File: src/rtl/btn_event_queue.sv
// Press-event queue: rising edges of debounced buttons are serialised lowest
// index first into a small FIFO read through a valid/ready handshake.
module btn_event_queue #(
   parameter  int N_BTN  = 4,
   parameter  int DEPTH  = 4,
   localparam int CODE_W = $clog2(N_BTN),
   localparam int LVL_W  = $clog2(DEPTH) + 1
) (
   input  logic              clk,
   input  logic              rst,
   input  logic [N_BTN-1:0]  btn_i,
   input  logic              clr_ovf_i,
   output logic              evt_valid_o,
   output logic [CODE_W-1:0] evt_code_o,
   input  logic              evt_ready_i,
   output logic [LVL_W-1:0]  level_o,
   output logic              overflow_o,
   output logic [N_BTN-1:0]  last_o
);

   localparam int PTR_W = $clog2(DEPTH);
   localparam logic [LVL_W-1:0] DEPTH_LVL = LVL_W'(DEPTH);

   typedef enum logic [0:0] {ST_ARM = 1'b0, ST_RUN = 1'b1} state_t;

   function automatic logic [CODE_W-1:0] lowest_idx(input logic [N_BTN-1:0] v);
      lowest_idx = '0;
      for (int i = N_BTN - 1; i >= 0; i--) begin
         if (v[i]) begin
            lowest_idx = CODE_W'(i);
         end
      end
   endfunction

   function automatic logic [N_BTN-1:0] one_hot(input logic [CODE_W-1:0] code);
      one_hot = '0;
      one_hot[code] = 1'b1;
   endfunction

   state_t              state_r;
   logic [N_BTN-1:0]    btn_prev_r;
   logic [N_BTN-1:0]    pending_r;
   logic [CODE_W-1:0]   mem_r [DEPTH];
   logic [PTR_W-1:0]    wr_ptr_r;
   logic [PTR_W-1:0]    rd_ptr_r;
   logic [LVL_W-1:0]    level_r;
   logic                evt_valid_r;
   logic [CODE_W-1:0]   evt_code_r;
   logic                overflow_r;
   logic [N_BTN-1:0]    last_r;

   logic [N_BTN-1:0]    rise_s;
   logic [N_BTN-1:0]    cand_s;
   logic [CODE_W-1:0]   sel_s;
   logic                pop_s;
   logic                push_s;
   logic                ovf_set_s;
   logic [N_BTN-1:0]    pending_nxt_s;
   logic [PTR_W-1:0]    rd_nxt_s;
   logic [LVL_W-1:0]    level_nxt_s;
   logic [CODE_W-1:0]   code_nxt_s;

   // Edge detection, arbitration and push/pop decisions.
   always_comb begin
      rise_s        = '0;
      cand_s        = '0;
      sel_s         = '0;
      pop_s         = 1'b0;
      push_s        = 1'b0;
      ovf_set_s     = 1'b0;
      pending_nxt_s = '0;
      // Buttons already held when leaving reset are absorbed in ARM.
      if (state_r == ST_RUN) begin
         rise_s = btn_i & ~btn_prev_r;
      end else begin
         rise_s = '0;
      end
      cand_s    = pending_r | rise_s;
      sel_s     = lowest_idx(cand_s);
      pop_s     = evt_valid_r && evt_ready_i;
      push_s    = (cand_s != '0) && ((level_r < DEPTH_LVL) || pop_s);
      ovf_set_s = |(rise_s & pending_r);
      if (push_s) begin
         pending_nxt_s = cand_s & ~one_hot(sel_s);
      end else begin
         pending_nxt_s = cand_s;
      end
   end

   // Next read pointer, fill level and head code, so the outputs stay registered.
   always_comb begin
      rd_nxt_s    = rd_ptr_r;
      level_nxt_s = level_r;
      code_nxt_s  = '0;
      if (pop_s) begin
         rd_nxt_s = rd_ptr_r + PTR_W'(1);
      end else begin
         rd_nxt_s = rd_ptr_r;
      end
      if (push_s && !pop_s) begin
         level_nxt_s = level_r + LVL_W'(1);
      end else if (pop_s && !push_s) begin
         level_nxt_s = level_r - LVL_W'(1);
      end else begin
         level_nxt_s = level_r;
      end
      // A lone remaining entry that is being written this cycle is not in mem_r yet.
      if (level_nxt_s == LVL_W'(0)) begin
         code_nxt_s = '0;
      end else if (push_s && (level_nxt_s == LVL_W'(1))) begin
         code_nxt_s = sel_s;
      end else begin
         code_nxt_s = mem_r[rd_nxt_s];
      end
   end

   // FSM, FIFO storage and all registered outputs.
   always_ff @(posedge clk or negedge rst) begin
      if (!rst) begin
         state_r     <= ST_ARM;
         btn_prev_r  <= '0;
         pending_r   <= '0;
         wr_ptr_r    <= '0;
         rd_ptr_r    <= '0;
         level_r     <= '0;
         evt_valid_r <= 1'b0;
         evt_code_r  <= '0;
         overflow_r  <= 1'b0;
         last_r      <= '0;
         for (int i = 0; i < DEPTH; i++) begin
            mem_r[i] <= '0;
         end
      end else begin
         case (state_r)
            ST_ARM:  state_r <= ST_RUN;
            ST_RUN:  state_r <= ST_RUN;
            default: state_r <= ST_ARM;
         endcase
         btn_prev_r <= btn_i;
         pending_r  <= pending_nxt_s;
         if (push_s) begin
            mem_r[wr_ptr_r] <= sel_s;
            wr_ptr_r        <= wr_ptr_r + PTR_W'(1);
         end
         if (pop_s) begin
            last_r <= one_hot(evt_code_r);
         end
         rd_ptr_r    <= rd_nxt_s;
         level_r     <= level_nxt_s;
         evt_valid_r <= (level_nxt_s != LVL_W'(0));
         evt_code_r  <= code_nxt_s;
         if (ovf_set_s) begin
            overflow_r <= 1'b1;
         end else if (clr_ovf_i) begin
            overflow_r <= 1'b0;
         end
      end
   end

   assign evt_valid_o = evt_valid_r;
   assign evt_code_o  = evt_code_r;
   assign level_o     = level_r;
   assign overflow_o  = overflow_r;
   assign last_o      = last_r;

endmodule
File: config.mk
export PLATFORM = sky130hd
export DESIGN_NAME = btn_event_queue
export DESIGN_NICKNAME = d
export VERILOG_FILES = /design/src/rtl/btn_event_queue.sv
export SDC_FILE = /design/constraint.sdc
export NUM_CORES = 1
export LEC_CHECK = 0
export ABC_AREA = 1
export CAP_MARGIN = 20
export CORE_MARGIN = 10
export CORE_UTILIZATION = 49
export CTS_CLUSTER_DIAMETER = 150
export DETAILED_ROUTE_END_ITERATION = 16
export PLACE_DENSITY = 0.79
export SETUP_SLACK_MARGIN = 0.5
export SLEW_MARGIN = 25
export SYNTH_ARGS = -nofsm -noshare
export SYNTH_HDL_FRONTEND = slang
export SYNTH_SLANG_ARGS = --single-unit
File: constraint.sdc
create_clock -name clk -period 1.48 [get_ports clk]
set_input_delay 0.444 -clock clk [delete_from_list [all_inputs] [get_ports clk]]
set_output_delay 0.444 -clock clk [all_outputs]
set_load 0.1 [all_outputs]
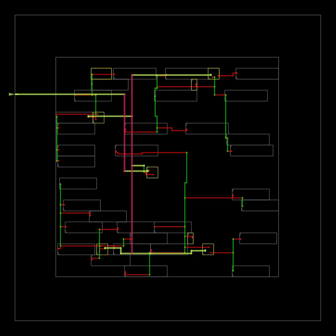
*The clock network, run 1*
cts bufs inserted: 5
clock sink count: 32

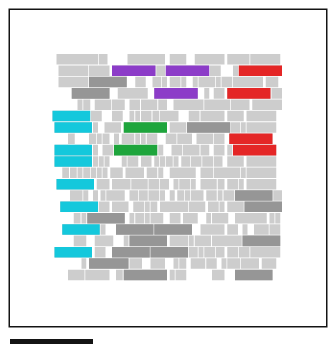
*Register map, names as in the netlist, run 1*
The bar under the picture is 20 um long.
Purple shows `level_o`, sequential cells 3. Cyan shows `mem_r`, sequential cells 8, where west. Red shows `last_o`, sequential cells 4. Green shows `evt_code_o`, sequential cells 2.
final core occ: 85.63%
Seq area share: 32.80%
FF/Latch Area: 843.3 um2

==> results.yml, run 1 <==
# yosys + openroad results
synthesis:
  ys_sh_mux_pct: 0
  common_cells: "nand2_1 (43), dfrtp_1 (32), inv_1 (25), o21ai_0 (11), nand3_1 (9)"
  synth.cellmix.simpleShare_pct: 23.75
  synth_top_area_share_pct: 52.59
  logic_family: "simple AND/OR/NAND/NOR gates"
  adder_share_pct: 4.930
  synthArstFlopShare_pct: 100.0
  synthAoiAreaFrac_pct: 10.02
  synth_area_um2: 1523
  xor_share_pct: 1.726
  floorplan.nets: 181
  flop_cell: "dfrtp_1"
  avgSynthCellArea_um2: 9.118
  top_cells_by_area: "dfrtp_1 (53%), nand2_1 (11%), inv_1 (6.2%)"
  ys.flops: 32
  ys_warn_count: 0
  ys_cells: 167
  yosys_area_um2: 1523
  netlist_instances: 167
  synth_cell_types: 27
  largest_area_cell: "dfrtp_1"
  synth_top_cell_by_count: "nand2_1"
  synth-edff-count: 0
sta:
  setup_viol_count_final: 29
  final.setup.worst_slack_ns: -0.2782
  finalClockSkew_ns: 0.02921
  max_clock_freq_mhz: 568.8
  setup-tns-final_ns: -2.925
  finalCriticalPeriod_ns: 1.758
  rsz0062_at_grt: "true"
  drv_slew: 0
  hold_slack_ns: 0.3439
  period_used_pct: 118.8
setup_path:
  crit_path_start_kind: "flip-flop"
  r2r-end: "evt_code_o[1]"
  worst-path-buf-inv: 0
  reg2reg_depth: 10
  worst_setup_path_end_kind: "flip-flop"
  reg2reg_from: "state_r"
  crit_slowest_cell: "dfrtp_2"
  rrSetupSlack_ns: -0.28
  worstSetupPathType: "reg -> reg"
  cp_data_arrival_time_ns: 2.03
drt:
  highest_layer: "met4"
  via_per_inst: 5.634
  final_antenna_net_count: 0
  wl_per_cell_um: 19.86
  m1WireLength_mm: 2.017
  wl_met3_um: 322
  num_vias: 1493
  routed_wl_mm: 5.262
  dr.first_iter.drc_count: 149
cts:
  worstSkewPairLatency_ns: 0.37
  cts_resized: 28
  hold_buffers: 0
  clk_pin_slew_ns: 0.12
  postCtsSetupBuffers: 10
  cts_buffer_depth: 2
  root_buffer: "clkbuf_4"
finish:
  final_cells: 265
  clkCellAreaFrac_pct: 2.287
  design_area_um2: 2571
  largest_register_ffs: 8
  clock_buffers: 8
  final_common_cell: "buf_4"
  dominant_cells: "logic gates"
  comb.multi_input.count: 108
  regMostFlops: "mem_r"
  area_share_nonclk_buffers_pct: 24.09
  ff_count: 32
  nNonClkInverters: 27
  area_growth_pct: 68.86
  layout-drive-gt1-share_pct: 53.02
  sh_comb_area_pct: 34.11
  logic_area_um2: 877.1
job:
  maxCapViolCount: 0
  tool_warnings: 33
floorplan:
  core_util_floorplan_pct: 50.71
  core-area_um2: 3003
  fp.dieArea_um2: 5737
  ios: 19
  num_tap_cells: 33
grt:
  grt_max_degree: 33
  met2_usage_pct: 27.83
  grt_pass1_wl_mm: 6.872
  met1_usage_pct: 17.29
  top_usage_layer: "met2"
  grt_use_total_pct: 16.04
  grt_overflow: 0
  antenna_found_initial: 0
run_status:
  violations: "negative setup slack"
  outcome: "finished, violations left"
place:
  dp_hpwl_mm: 2.717
  io_buffers: 18
  dp_slack_ns: -0.5778
  placed_cell_area_um2: 2155
  place_congestion: 0.8147
hold_path:
  hp-start: "btn_i[0]"
  hp-class: "in -> reg"
  worstHoldEndpoint: "btn_prev_r[0]"
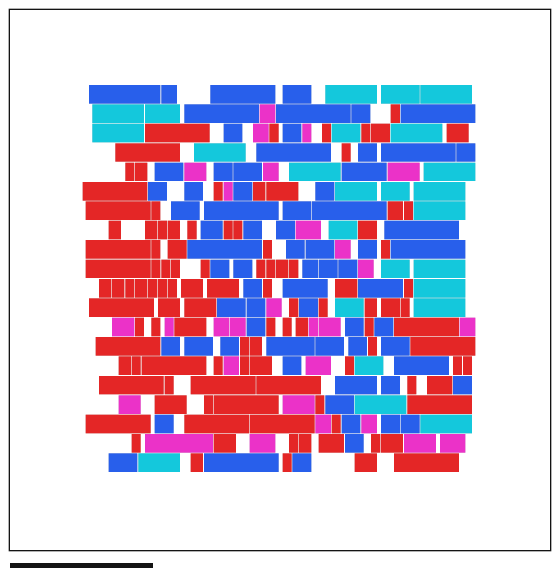
*Drive-strength map, run 1*
The bar under the picture is 20 um long.
Magenta shows drive 2, cells 28. Cyan shows drive 6 and up, cells 25. Red shows drive 1 or less, cells 109. Blue shows drive 3 to 4, cells 70.

### Clock wires, drivers and flops, run 1

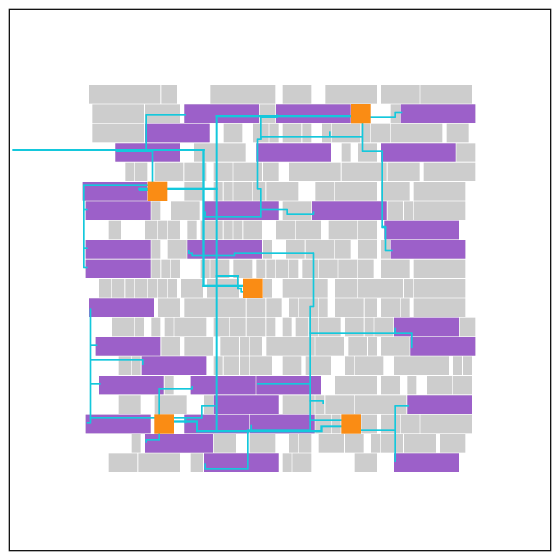

## Run 2: what changed since run 1
--- a/config.mk
+++ b/config.mk
@@ -12,6 +12,7 @@
 export CTS_CLUSTER_DIAMETER = 150
 export DETAILED_ROUTE_END_ITERATION = 16
 export PLACE_DENSITY = 0.79
+export REMOVE_ABC_BUFFERS = 1
 export SETUP_SLACK_MARGIN = 0.5
 export SLEW_MARGIN = 25
 export SYNTH_ARGS = -nofsm -noshare
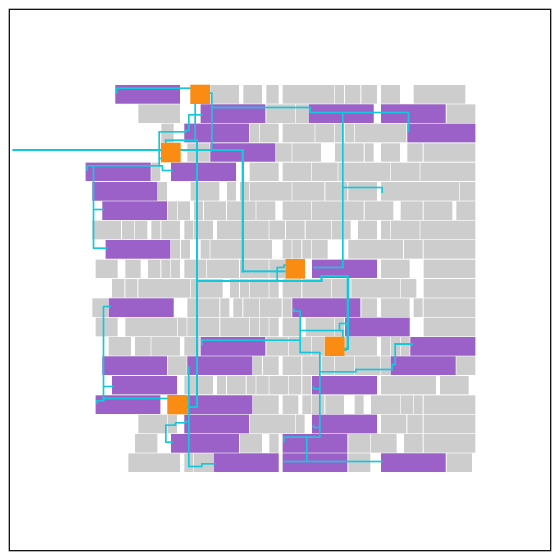
*Clock wires, drivers and flops, run 2*
Cyan shows clock wires, length 422 um. Orange shows cells driving clock nets, count 5. Purple shows flip-flops, count 32.
There are 6 routed clock nets.

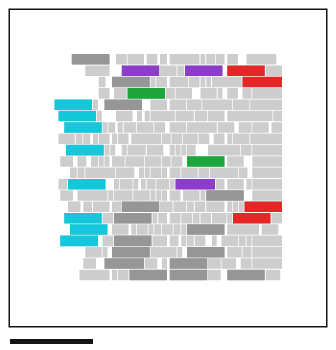
*Register map, names as in the netlist, run 2*
The bar under the picture is 20 um long.
Red shows `last_o`, sequential cells 4. Cyan shows `mem_r`, sequential cells 8, where west. Purple shows `level_o`, sequential cells 3. Green shows `evt_code_o`, sequential cells 2.
Another 15 sequential cells are not coloured.
Seq area share: 30.72%
final core occ: 87.21%
FF/Latch Area: 804.5 um2

==> results.yml, run 2 <==
# yosys + openroad results
place:
  io_buffers: 18
  dp_hpwl_mm: 2.661
  dp_slack_ns: -0.6047
  place_congestion: 0.8342
synthesis:
  synth_top_cell_by_count: "nand2_1"
  adder_share_pct: 4.930
  common_cells: "nand2_1 (43), dfrtp_1 (32), inv_1 (25), o21ai_0 (11), nand3_1 (9)"
  avgSynthCellArea_um2: 9.118
  xor_share_pct: 1.726
  synth_top_area_share_pct: 52.59
  yosys_area_um2: 1523
  ys.flops: 32
  synth_area_um2: 1523
  ys_cells: 167
  ys_sh_mux_pct: 0
  synth_cell_types: 27
  logic_family: "simple AND/OR/NAND/NOR gates"
sta:
  finalClockSkew_ns: 0.02173
  finalCriticalPeriod_ns: 1.817
  setup_viol_count_final: 22
  setup-tns-final_ns: -3.036
  final.setup.worst_slack_ns: -0.3373
  rsz0062_at_grt: "true"
setup_path:
  worst_setup_path_end_kind: "flip-flop"
  rrSetupSlack_ns: -0.34
  crit_slowest_cell: "dfrtp_2"
  reg2reg_depth: 11
  cp_data_arrival_time_ns: 2.11
hold_path:
  hp-class: "in -> reg"
  worstHoldEndpoint: "btn_prev_r[1]"
  hp-start: "btn_i[1]"
run_status:
  outcome: "finished, violations left"
  violations: "negative setup slack"
cts:
  cts_resized: 36
  clk_pin_slew_ns: 0.11
  worstSkewPairLatency_ns: 0.36
drt:
  num_vias: 1487
  dr.first_iter.drc_count: 137
  m1WireLength_mm: 1.878
  routed_wl_mm: 5.275
  highest_layer: "met4"
  wl_per_cell_um: 19.91
  via_per_inst: 5.611
  final_antenna_net_count: 0
floorplan:
  core_util_floorplan_pct: 50.71
finish:
  area_growth_pct: 71.98
  nNonClkInverters: 27
  final_common_cell: "dfrtp_1"
  design_area_um2: 2619
  regMostFlops: "mem_r"
  ff_count: 32
grt:
  met1_usage_pct: 15.46
  met2_usage_pct: 27.26
  antenna_found_initial: 0
### Drive-strength map, run 2

The bar under the picture is 20 um long.
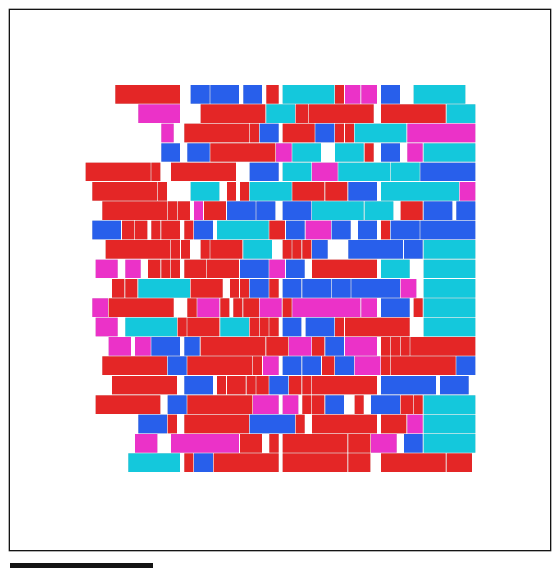

## Run 3: what changed since run 2
--- a/config.mk
+++ b/config.mk
@@ -7,13 +7,13 @@
 export LEC_CHECK = 0
 export ABC_AREA = 1
 export CAP_MARGIN = 20
-export CORE_MARGIN = 10
 export CORE_UTILIZATION = 49
 export CTS_CLUSTER_DIAMETER = 150
 export DETAILED_ROUTE_END_ITERATION = 16
+export HOLD_SLACK_MARGIN = 0.15
 export PLACE_DENSITY = 0.79
 export REMOVE_ABC_BUFFERS = 1
-export SETUP_SLACK_MARGIN = 0.5
+export SETUP_SLACK_MARGIN = 0.02
 export SLEW_MARGIN = 25
 export SYNTH_ARGS = -nofsm -noshare
 export SYNTH_HDL_FRONTEND = slang
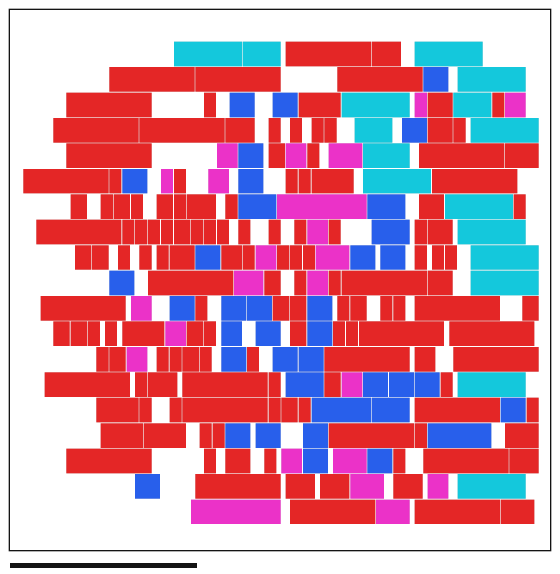
*Drive-strength map, run 3*
The bar under the picture is 20 um long.
Magenta shows drive 2, cells 23. Red shows drive 1 or less, cells 145. Blue shows drive 3 to 4, cells 38. Cyan shows drive 6 and up, cells 16.

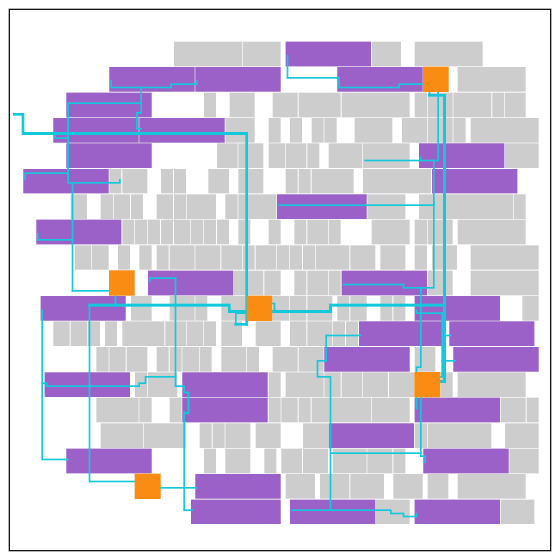
*Clock wires, drivers and flops, run 3*
Cyan shows clock wires, length 453 um. Orange shows cells driving clock nets, count 5. Purple shows flip-flops, count 32.
There are 6 routed clock nets. Position of the flops: all over the die.

==> results.yml, run 3 <==
# yosys + openroad results
setup_path:
  worstSetupPathType: "reg -> reg"
  reg2reg_depth: 11
  r2r-end: "evt_code_o[1]"
  crit_path_start_kind: "flip-flop"
  worst_setup_path_end_kind: "flip-flop"
  crit_slowest_cell: "dfrtp_2"
  rrSetupSlack_ns: -0.21
  reg2reg_from: "state_r"
synthesis:
  flop_cell: "dfrtp_1"
  xor_share_pct: 1.726
  synthAoiAreaFrac_pct: 10.02
  netlist_instances: 167
  synth_cell_types: 27
  ys_cells: 167
  ys_warn_count: 0
  ys.flops: 32
  common_cells: "nand2_1 (43), dfrtp_1 (32), inv_1 (25), o21ai_0 (11), nand3_1 (9)"
  synth_top_cell_by_count: "nand2_1"
  adder_share_pct: 4.930
  synth.cellmix.simpleShare_pct: 23.75
  yosys_area_um2: 1523
  logic_family: "simple AND/OR/NAND/NOR gates"
  top_cells_by_area: "dfrtp_1 (53%), nand2_1 (11%), inv_1 (6.2%)"
  synth_area_um2: 1523
  largest_area_cell: "dfrtp_1"
  avgSynthCellArea_um2: 9.118
  synth_top_area_share_pct: 52.59
  ys_sh_mux_pct: 0
sta:
  final.setup.worst_slack_ns: -0.2084
  setup_viol_count_final: 16
  rsz0062_at_grt: "true"
  finalCriticalPeriod_ns: 1.688
  max_clock_freq_mhz: 592.3
  hold_slack_ns: 0.3609
  setup-tns-final_ns: -0.9736
  period_used_pct: 114.1
run_status:
  violations: "design-rule violations, negative setup slack"
  outcome: "finished, violations left"
hold_path:
  worstHoldEndpoint: "btn_prev_r[0]"
  hp-class: "in -> reg"
cts:
  clock_sinks: 32
  cts_buffer_depth: 2
  worstSkewPairLatency_ns: 0.35
  cts-buffers-inserted: 5
  clk_pin_slew_ns: 0.10
  root_buffer: "clkbuf_4"
  postCtsSetupBuffers: 4
  hold_buffers: 0
  cts_resized: 18
finish:
  design_area_um2: 2201
  layout-drive-gt1-share_pct: 34.68
  largest_register_ffs: 8
  comb.multi_input.count: 108
  fin_util_pct: 77.15
  clkCellAreaFrac_pct: 2.672
  seq_area_um2: 803.3
  nNonClkInverters: 27
  regMostFlops: "mem_r"
  area_growth_pct: 44.54
  final_cells: 253
  clock_buffers: 8
  area_share_nonclk_buffers_pct: 23.93
  seq_area_share_pct: 36.50
drt:
  wl_per_cell_um: 15.20
  drc_errors: 2
  routed_wl_mm: 3.846
  m1WireLength_mm: 1.489
  num_vias: 1313
  final_antenna_net_count: 0
  via_per_inst: 5.190
  dr.first_iter.drc_count: 90
  wl_met3_um: 203
  highest_layer: "met4"
floorplan:
  num_tap_cells: 31
  core-area_um2: 2853
  rows: 19
  core_util_floorplan_pct: 53.38
  ios: 19
grt:
  grt_overflow: 0
  grt_pass1_wl_mm: 5.720
  antenna_found_initial: 0
  top_usage_layer: "met2"
  met2_usage_pct: 42.19
  grt_max_degree: 33
  met1_usage_pct: 24.23
job:
  tool_warnings: 31
  maxCapViolCount: 0
place:
  place_congestion: 0.7916
  io_buffers: 18
  dp_slack_ns: -0.6555
  placed_cell_area_um2: 1999
  dp_hpwl_mm: 2.364

==> gallery <==
Cell classes on the final placement.
Plate I
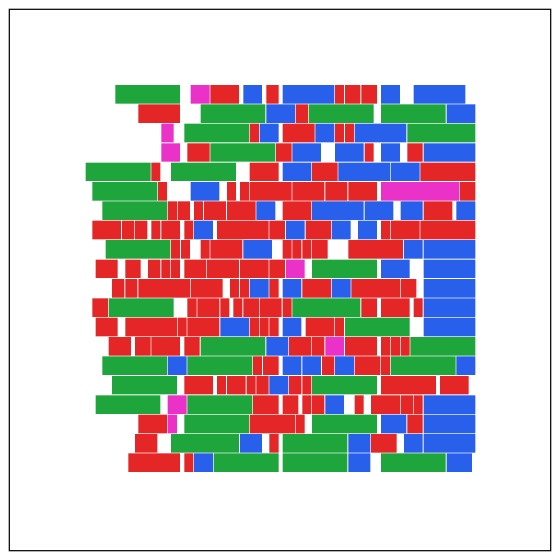
Plate II
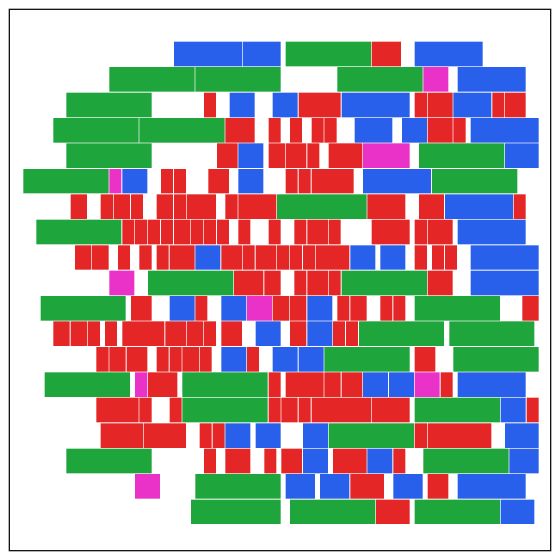
Plate III
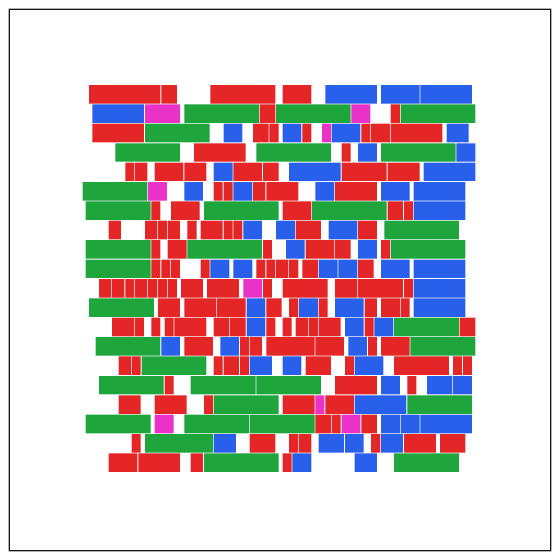
Plate I -> run 2
Plate II -> run 3
Plate III -> run 1

